===== src/rtl/aes_pkg.sv =====
// Shared AES types and widths used by the round controller and the round datapath.
package aes_pkg;

  localparam int unsigned AES_NUM_ROUNDS = 10;
  localparam int unsigned AES_BLOCK_W    = 128;
  localparam int unsigned AES_HDR_W      = 4;
  localparam int unsigned AES_DATA_W     = AES_BLOCK_W + AES_HDR_W;
  localparam int unsigned AES_ROUND_W    = 4;

  typedef enum logic [2:0] {
    ST_IDLE     = 3'd0,
    ST_INIT_ARK = 3'd1,
    ST_SUB      = 3'd2,
    ST_SHIFT    = 3'd3,
    ST_MIX      = 3'd4,
    ST_ARK      = 3'd5,
    ST_DONE     = 3'd6
  } aes_ctrl_state_t;

endpackage


===== src/rtl/aes_round_counter.sv =====
// Saturating AES round counter: clear, increment, and a flag for the final round.
module aes_round_counter
  import aes_pkg::*;
#(
  parameter int unsigned NUM_ROUNDS = AES_NUM_ROUNDS
) (
  input  logic                   clk,
  input  logic                   n_rst,
  input  logic                   clr_i,
  input  logic                   inc_i,
  output logic [AES_ROUND_W-1:0] count_o,
  output logic                   last_o
);

  logic [AES_ROUND_W-1:0] count_q, count_d;

  assign last_o  = (count_q == AES_ROUND_W'(NUM_ROUNDS));
  assign count_o = count_q;

  // Clear wins over increment; increment stops at the final round.
  always_comb begin
    count_d = count_q;
    if (clr_i) begin
      count_d = '0;
    end else if (inc_i && !last_o) begin
      count_d = count_q + AES_ROUND_W'(1);
    end
  end

  always_ff @(posedge clk) begin
    if (!n_rst) begin
      count_q <= '0;
    end else begin
      count_q <= count_d;
    end
  end

endmodule


===== src/rtl/aes_round_controller.sv =====
// AES-128 round sequencer: drives stage enables, round-key requests and the
// block handshakes; holds only control state, the round count and the header.
module aes_round_controller
  import aes_pkg::*;
#(
  parameter int unsigned NUM_ROUNDS = AES_NUM_ROUNDS,
  parameter int unsigned HDR_W      = AES_HDR_W
) (
  input  logic                   clk,
  input  logic                   n_rst,
  input  logic                   in_valid,
  output logic                   in_ready,
  input  logic [HDR_W-1:0]       header_in,
  output logic                   load_en,
  output logic                   sub_en,
  output logic                   shift_en,
  output logic                   mix_en,
  output logic                   ark_en,
  output logic [AES_ROUND_W-1:0] round_num,
  output logic                   key_req,
  output logic [AES_ROUND_W-1:0] key_idx,
  input  logic                   key_valid,
  output logic                   out_valid,
  input  logic                   out_ready,
  output logic [HDR_W-1:0]       header_out,
  output logic                   busy
);

  aes_ctrl_state_t  state_q, state_d;
  logic [HDR_W-1:0] hdr_q;
  logic             accept;
  logic             cnt_clr;
  logic             cnt_inc;
  logic             cnt_last;

  aes_round_counter #(
    .NUM_ROUNDS(NUM_ROUNDS)
  ) u_round_counter (
    .clk    (clk),
    .n_rst  (n_rst),
    .clr_i  (cnt_clr),
    .inc_i  (cnt_inc),
    .count_o(round_num),
    .last_o (cnt_last)
  );

  assign accept = in_valid & in_ready;

  // Next-state and round-counter control.
  always_comb begin
    state_d = state_q;
    cnt_clr = 1'b0;
    cnt_inc = 1'b0;
    case (state_q)
      ST_IDLE: begin
        if (accept) begin
          state_d = ST_INIT_ARK;
          cnt_clr = 1'b1;
        end
      end
      ST_INIT_ARK: begin
        if (key_valid) begin
          state_d = ST_SUB;
          cnt_inc = 1'b1;
        end
      end
      ST_SUB:   state_d = ST_SHIFT;
      ST_SHIFT: state_d = cnt_last ? ST_ARK : ST_MIX;
      ST_MIX:   state_d = ST_ARK;
      ST_ARK: begin
        if (key_valid) begin
          if (cnt_last) begin
            state_d = ST_DONE;
          end else begin
            state_d = ST_SUB;
            cnt_inc = 1'b1;
          end
        end
      end
      ST_DONE: begin
        if (out_ready) begin
          state_d = ST_IDLE;
          cnt_clr = 1'b1;
        end
      end
      default: state_d = ST_IDLE;
    endcase
  end

  always_ff @(posedge clk) begin
    if (!n_rst) begin
      state_q <= ST_IDLE;
      hdr_q   <= '0;
    end else begin
      state_q <= state_d;
      if (accept) begin
        hdr_q <= header_in;
      end
    end
  end

  // Enables decode from the registered state; load and key-gated ARK also follow their inputs.
  assign in_ready   = (state_q == ST_IDLE);
  assign busy       = (state_q != ST_IDLE);
  assign load_en    = accept;
  assign sub_en     = (state_q == ST_SUB);
  assign shift_en   = (state_q == ST_SHIFT);
  assign mix_en     = (state_q == ST_MIX);
  assign key_req    = (state_q == ST_INIT_ARK) || (state_q == ST_ARK);
  assign ark_en     = key_req & key_valid;
  assign key_idx    = round_num;
  assign out_valid  = (state_q == ST_DONE);
  assign header_out = hdr_q;

endmodule

===== config.mk =====
export PLATFORM = sky130hd
export DESIGN_NAME = aes_round_controller
export DESIGN_NICKNAME = d
export VERILOG_FILES = /design/src/rtl/aes_pkg.sv /design/src/rtl/aes_round_counter.sv /design/src/rtl/aes_round_controller.sv
export SDC_FILE = /design/constraint.sdc
export NUM_CORES = 1
export LEC_CHECK = 0
export ABC_AREA = 1
export CORE_MARGIN = 2
export CORE_UTILIZATION = 35
export CTS_BUF_LIST = sky130_fd_sc_hd__clkbuf_4
export DETAILED_ROUTE_END_ITERATION = 8
export PLACE_DENSITY = 0.69
export SETUP_SLACK_MARGIN = 0.1
export SLEW_MARGIN = 30
export SYNTH_ARGS = -nofsm -noshare
export SYNTH_HDL_FRONTEND = slang
export SYNTH_SLANG_ARGS = --single-unit

===== constraint.sdc =====
create_clock -name clk -period 3.9 [get_ports clk]
set_input_delay 0.585 -clock clk [delete_from_list [all_inputs] [get_ports clk]]
set_output_delay 0.585 -clock clk [all_outputs]
set_load 0.05 [all_outputs]

### Wire density map, run 1

The die is cut into 10 by 10 equal tiles; dark blue is low, red is high, scaled to the fullest tile. Values are wire area over tile area, all layers added.
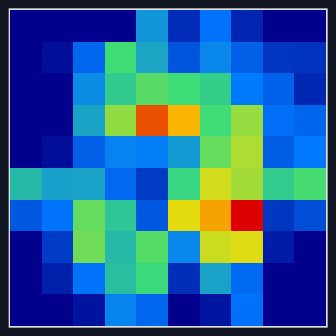
mean over tiles = 0.096
fullest tile = 0.35
nearly empty tiles = 22%
tiles over half the peak = 21%
emptiest ninth of the die = top left

### Routed clock nets over the placement, run 1

The bar under the picture is 10 um long.
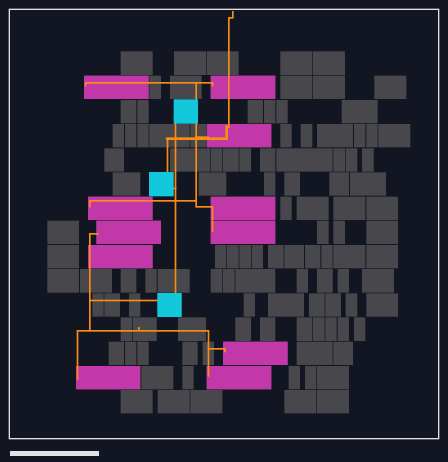
clock drivers -> cyan  # count 3
flip-flops -> magenta  # count 11
clock wires -> orange  # length 149 um
routed clock nets = 4
Clock net power: 83.6 uW
Latency at later pin: 0.26 ns
Clk network pwr share: 0.118
worst clock skew: 0.000255 ns

==> results.txt, run 1 <==
run results: largest class=multi-input combinational cells, maximum clock path buffer count=2, MUX area fraction=0, CP required=3.31 ns, register area=220 um^2, Initial DRC Count=6, P_leak=0.438 nW, total track usage=0.132, final hold slack=0.474 ns, Die W=48.1 um, Placed Area=973 um^2, Setup TNS=0 ns, reg2reg start=u_round_counter.count_o[0]$_SDFFE_PP0P_, Comb/total area=0.354, Final WS setup=1.19 ns, and+or+nand+nor area frac=0.374, worst-path fanout max=2, post-synthesis cell count from yosys=95, most used flip-flop cell=dfxtp_1, WL met1=710 um, M2 GR Usage=0.213, WL/cell=9.73 um, CP Launch Point=key_valid, logic area=355 um^2, sequential power=161 uW, area growth from synthesis to layout=47.2%, Synth Instances=95, Hold Path Origin=header_out[3]$_SDFFE_PN0P_, Critical Path, Cell by Cell=clkdlybuf4s50_1 > inv_1 > nor2_4 > clkdlybuf4s50_1, setup-violating endpoint count in the final report=0, first-pass GRT wire length=2150 um, die area=2320 um^2, #MultiIn Comb=61, final net count=136, syn_area_per_cell=7.18 um^2, Starting Density=0.382, Worst slew margin=0.664, YS chip area=682 um^2, switching pwr=378 uW, Reg-to-Reg End=u_round_counter.count_o[1]$_SDFFE_PP0P_, run status=complete, no violations, Fillers=177, CP max stage delay=0.81 ns, Antenna Nets Post-Route=0, Adder Share, Synth=0.0367, Post-synth top cells=19 x nand2_1, 15 x inv_1, 11 x dfxtp_1, most frequent logic cell in the layout=clkdlybuf4s50_1, hold violation count in the final report=0, power per cell area=705 nW/um^2, largest net degree at the start of global routing=8, Flop Count=11, routed wire length=1450 um
### Clock wiring as the flow saved it, run 1

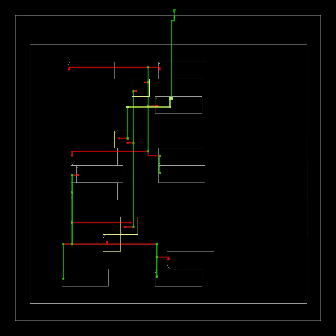
TritonCTS Buffers: 3
CLK BUF: 4
TritonCTS Sinks: 11

### Cell classes on the final placement, run 1

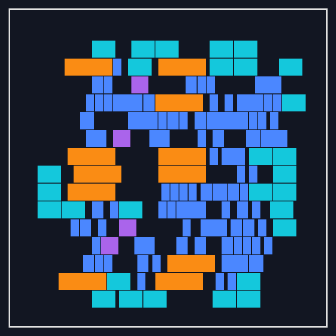
combinational and other logic -> blue  # cells 80
clock drivers and dummy loads -> purple  # cells 4
remaining buffers and delay cells -> cyan  # cells 29
sequential cells -> orange  # cells 11
FP Rows: 15
flop share of the area: 0.219
Layout Utilization: 0.563
core box area: 1780 um^2

==> run 1 -> run 2 <==
clock period = 2.61 ns   (was 3.9 ns; I/O delays follow)
### Sequential cells colored by netlist name, run 2

Other sequential cells in the stronger gray, the rest of the logic in the fainter gray.
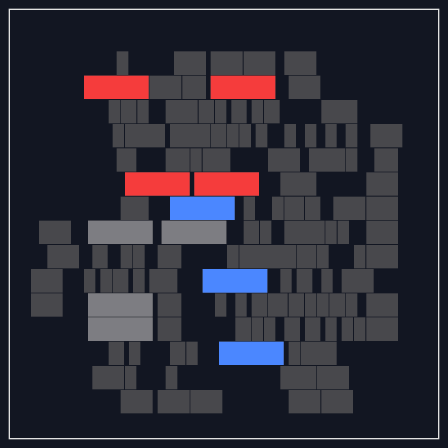
u_round_counter.count_o -> red  # flops 4
state_q -> blue  # flops 3
register area: 220 um^2
Layout Utilization: 0.560
sequential power: 238 uW
flop share of the area: 0.221

### Clock wiring as the flow saved it, run 2

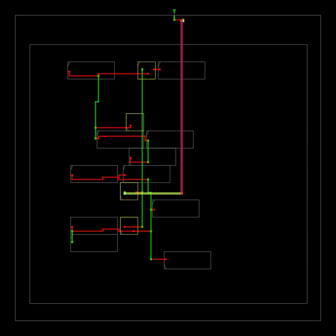
worst clock skew: 0.00235 ns
Flop Count: 11

==> results.txt, run 2 <==
run results: run status=complete, no violations, worst-path fanout max=5 (+3), FP Rows=15 (unchanged), P_leak=0.441 nW (+0.73%), CP Launch Point=state_q[0]$_SDFFE_PN0P_, Final WS setup=0.428 ns (-0.763 ns), CP max stage delay=0.81 ns (about the same), core box area=1780 um^2 (unchanged), and+or+nand+nor area frac=0.374 (unchanged), met2 wire length=684 um, final hold slack=0.466 ns (-0.00770 ns), final net count=136 (unchanged), WL met1=695 um (-2.1%), WL/cell=9.72 um (about the same), Synth Instances=95 (unchanged), Adder Share, Synth=0.0367 (unchanged), routed wire length=1450 um (about the same), Critical Path, Cell by Cell=nor2_2 > inv_2 > nor2_4 > clkdlybuf4s50_1, power per cell area=1060 nW/um^2 (+50%), most frequent logic cell in the layout=clkdlybuf4s50_1, Fillers=178 (+0.56%), syn_area_per_cell=7.18 um^2 (unchanged), Clock net power=125 uW (+50%), Worst slew margin=0.665 (+0.000853), Latency at later pin=0.26 ns (about the same), Hold Path Origin=header_out[0]$_SDFFE_PN0P_, Antenna Nets Post-Route=0 (unchanged), M2 GR Usage=0.232 (+0.0184), Clk network pwr share=0.118 (about the same), logic area=355 um^2 (unchanged), Die W=48.1 um (unchanged), Initial DRC Count=8 (+2), largest net degree at the start of global routing=8 (unchanged), #MultiIn Comb=61 (unchanged), TritonCTS Sinks=11 (unchanged), tap cell count=25, first-pass GRT wire length=2390 um (+12%), CLK BUF=4 (unchanged), Post-synth top cells=19 x nand2_1, 15 x inv_1, 11 x dfxtp_1, most used flip-flop cell=dfxtp_1, reg2reg start=u_round_counter.count_o[0]$_SDFFE_PP0P_, total track usage=0.149 (+0.0167), Placed Area=968 um^2 (-0.51%), CP required=2.22 ns (-1.09 ns), area growth from synthesis to layout=46.4%, setup-violating endpoint count in the final report=0 (unchanged), switching pwr=567 uW (+50%), largest class=multi-input combinational cells, die area=2320 um^2 (unchanged), Starting Density=0.382 (unchanged)
Power figures rest on the tool's default switching activity, not on a simulated workload.
